Figure 1. M1 wires (run 1).
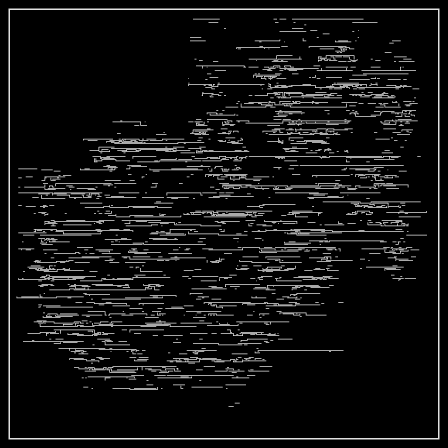
Figure 2. Metal 2 (run 1).
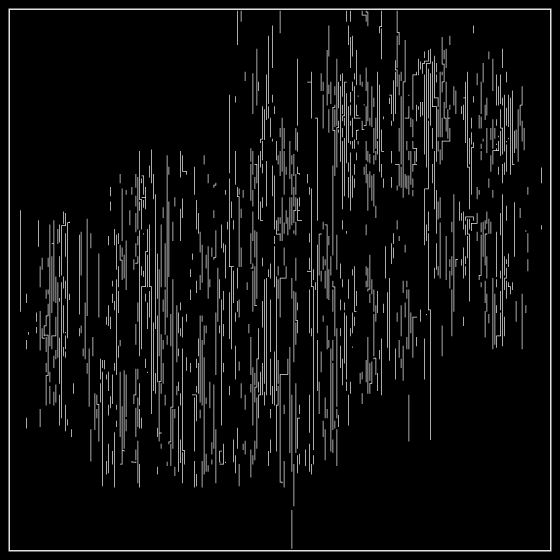
Figure 3. Signal wires on met3 (run 1).
Bar = 50 um. Cells faint in the background.
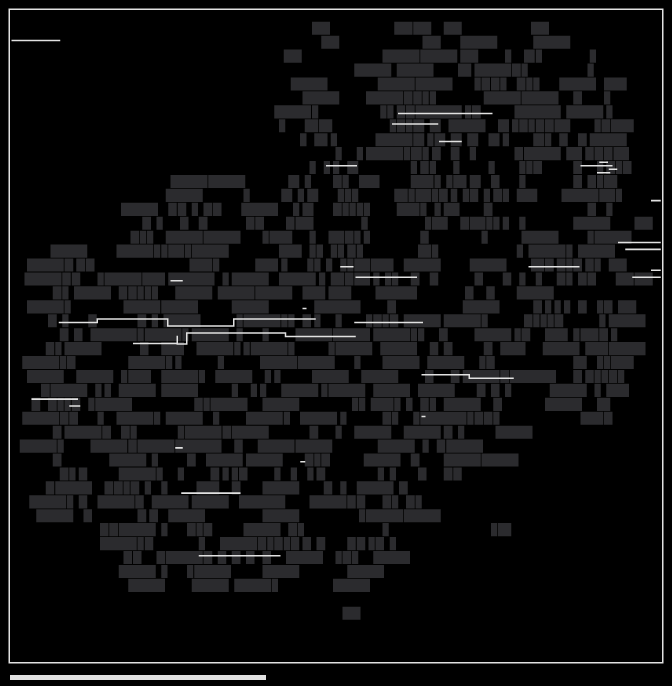
Figure 4. Met4 routing (run 1).
Bar = 50 um.
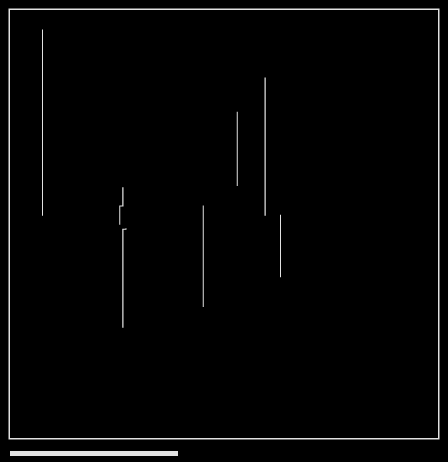
Design gold_correlator, sky130hd; sources not shown.
==> flow_summary.ini, run 1 <==
; flow metrics
[drt]
antenna_left = 0
viasPerCell = 4.655
drc_errors = 0

[setup_path]
end_kind = flip-flop
cp_data_arrival_time_ns = 6.79
cpPeakStageDelay_ns = 0.53
worstRegToRegCells = 24
cp.depth = 24
cpMaxStageDelayCell = fa_1

[floorplanning]
die_h_um = 127.3
die_area_um2 = 16210
fp_util_pct = 36.03

[status]
status = complete, no violations

[cts]
numCtsBuffers = 9

[layout]
area_growth_pct = 11.33
largest_register_ffs = 63

[place]
post-dp-hpwl_um = 7969

[grt]
grt_pass1_wl_um = 19020
grt_pass1_vias = 4062
antenna_found_initial = 0

[synth]
ys_area_um2 = 5498
syn-cell-area_um2 = 5498

[sta]
period_needed_ns = 6.553
post-route-period-util_pct = 94.29

[worst_hold_path]
hold_depth = 2
About Figure 1:
main direction	horizontal
longest straight run	30.8 um
met1 Usage GRT: 18.45%
total number of vias: 4,059

About Figure 2:
share of all routed wire	49%
nets with wire on the layer	583
GR Util met2: 25.97%
DRT Wirelength: 10,950 um

About Figure 3:
longest straight run	19.3 um
nets with wire on the layer	19
wire length on this layer	278 um
main direction	horizontal
met3 Usage GRT: 3.224%

About Figure 4:
share of all routed wire	1.9%
wire length on this layer	208 um
longest straight run	55.1 um

run 1: per-layer routing:
layer	track usage, %	vias to the layer above	routed length [um]
met1	18.45	1932	5091
met5	0	-	0
met2	25.97	44	5372
met3	3.224	16	278
li1	-	2067	-
met4	5.462	0	207
run 1: cell families after synthesis:
| kind of cell | count (synthesis) | synth area share [%] |
|---|---|---|
| flops | 99 | 36.05 |
| buf+inv | 153 | 10.67 |
| fa+ha+maj | 74 | 24.08 |
| compound gates | 151 | 14.29 |
| simple gates | 170 | 13.79 |
| xor+xnor | 7 | 1.115 |
run 1: worst min-delay path, stage by stage (launching register included):
cell and delay (ns):
dfxtp_1 0.32, nand3_1 0.07, nand2_1 0.04
run 1: layout by cell type, fill, tap and decap left out, types with 2 or more instances in the layout:
cell type,n
or2_2,2
o21ai_0,60
o211ai_1,4
fa_1,52
a21oi_2,3
nand2_2,5
dfxtp_1,99
clkinv_1,2
ha_1,21
nand2_1,80
clkbuf_1,2
clkdlybuf4s50_1,15
inv_1,122
buf_4,6
nand3_2,2
xor2_1,6
nor2_1,28
nor3_1,8
nand4_1,10
nand2_4,2
nand3_1,31
a21oi_1,81
clkbuf_16,9
run 1: per-stage QoR:
| step | instance area (um2) | hold WS, ns |
|---|---|---|
| global route | 6121 | 0.4934 |
| detailed placement | 5829 | 0.4732 |
| floorplan | 5498 | 0.4446 |
| finish | 6121 | 0.4786 |
| global placement | 5829 | 0.4693 |
| CTS | 6090 | 0.4818 |
run 1: what timing repair did:
item                                    in CTS  in global routing
buffers inserted                             0                  2
gates resized                                0                  3
endpoints found under the setup margin       0                  9
run 1: cell type report:
cell class,instances,area share (%)
Clock buffer,12,4.027
Clock inverter,2,0.2249
Inverter,125,7.666
Multi-Input combinational cell,402,48.20
Sequential cell,99,32.38
Tap cell,211,4.313
Timing Repair Buffer,21,3.189
Figure 5. Routing congestion map (run 1).
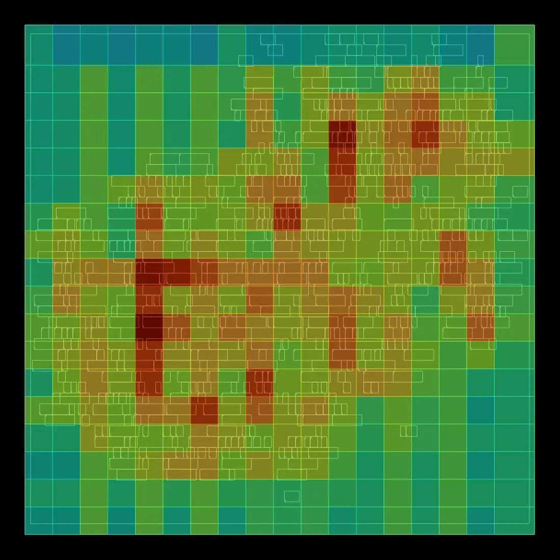

## Run 2: what changed since run 1
--- a/config.mk
+++ b/config.mk
@@ -7,9 +7,11 @@
 export LEC_CHECK = 0
 export ABC_AREA = 1
 export CAP_MARGIN = 30
+export CORE_MARGIN = 5
 export CORE_UTILIZATION = 35
 export CTS_CLUSTER_SIZE = 14
 export DETAILED_ROUTE_END_ITERATION = 8
+export GPL_TIMING_DRIVEN = 1
 export SYNTH_ARGS = -nofsm -noshare
 export SYNTH_HDL_FRONTEND = slang
 export SYNTH_SLANG_ARGS = --single-unit
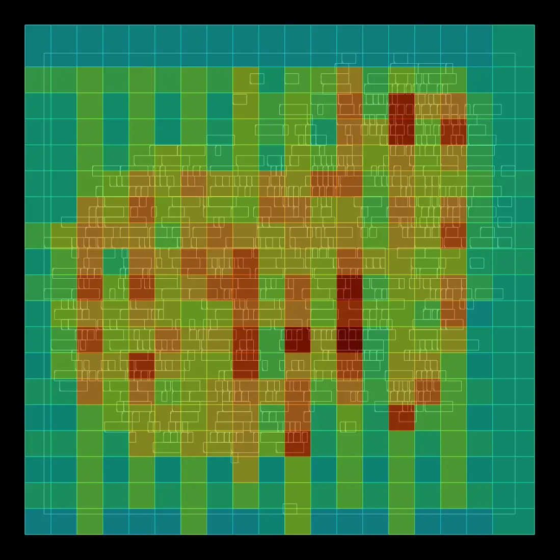
Figure 6: run 2, routing congestion map.
Routed WL per cell: 12.69 um
met1 Usage GRT: 16.31%
final core utilization: 40.38%
met3 Usage GRT: 3.120%
GR Util met2: 23.20%

==> run 2 against run 1 <==
Compared with the run above:
- non-clock buffer count fell by 2
- flip-flop count is the same
- cell area up 1.0%
- first-iteration DRC count down 22%
- sequential share of layout area decreased by 0.33 points
- routed wire length rose by 1.1%
- core utilization up 0.27 points
- count of clock-buffer cells in the layout is 1 lower
- largest cell class unchanged
- highest routed layer unchanged
==> flow_summary.ini, run 2 <==
; flow metrics
[worst_hold_path]
hold_depth = 2

[drt]
viasPerCell = 4.705
antenna_left = 0

[layout]
area_growth_pct = 12.49
lay_top_count = inv_1

[synth]
syn-cell-area_um2 = 5498

[place]
post-dp-hpwl_um = 8057

[sta]
period_needed_ns = 6.620
post-route-period-util_pct = 95.25

[cts]
numCtsBuffers = 9

[setup_path]
worstRegToRegCells = 24
cp_data_arrival_time_ns = 6.85
end_kind = flip-flop
cpPeakStageDelay_ns = 0.54

[floorplanning]
fp_util_pct = 35.90

[status]
status = complete, no violations

[grt]
antenna_found_initial = 0
grt_pass1_vias = 4218
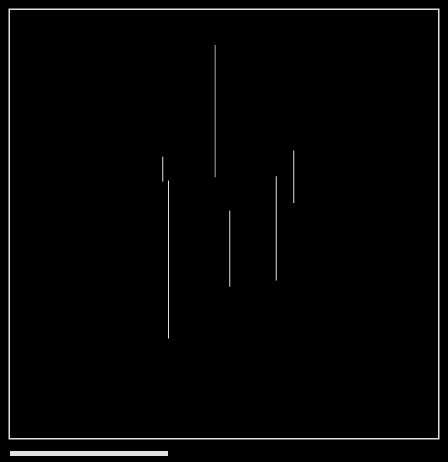
Figure 7: run 2, met4 routing.
Bar = 50 um.
main direction	vertical
share of all routed wire	1.6%
longest straight run	49.6 um
nets with wire on the layer	3
wire length on this layer	171 um
DRT Wirelength: 11,070 um
total number of vias: 4,103

-- run 2: netlist changes by cell type in the layout (fill, tap and decap cells not counted), sizes merged --
cell | previous run | this run
clkinvlp | 0 | 1
buf | 6 | 4
clkbuf | 12 | 11
bufinv | 0 | 2
clkinv | 4 | 3
inv | 123 | 124
-- run 2: critical path: cells and delay by family (launching register included) --
family | cells | cell delay [ns]
fa+ha+maj | 10 | 4.77
buf+inv | 3 | 0.17
simple gates | 11 | 1.22
flops | 1 | 0.33
-- run 2: timing repair --
item,CTS,global route
endpoints found under the setup margin,0,9
gates resized,0,3
hold buffers,0,0
setup buffers,0,0
-- run 2: kinds of logic after synthesis --
family	synth area share (%)
simple gates	13.79
buf+inv	10.67
compound gates	14.29
flops	36.05
fa+ha+maj	24.08
xor+xnor	1.115
-- run 2: cell type report --
class	instances	area [um2]
Clock buffer	11	252.7
Sequential cell	99	1982
Tap cell	211	264.0
Inverter	125	469.2
Fill cell	1530	9130
Clock inverter	5	83.83
Multi-Input combinational cell	402	2953
Timing Repair Buffer	19	180.2
-- run 2: metal layers --
metal / share of wire, % / routed length [um] / track usage [%] / vias to the layer above
met5: 0 / 0 / 0 / -
met3: 3.0 / 328 / 3.120 / 14
met2: 50 / 5488 / 23.20 / 50
met4: 1.5 / 171 / 4.087 / 0
li1: - / - / - / 2072
met1: 46 / 5078 / 16.31 / 1967
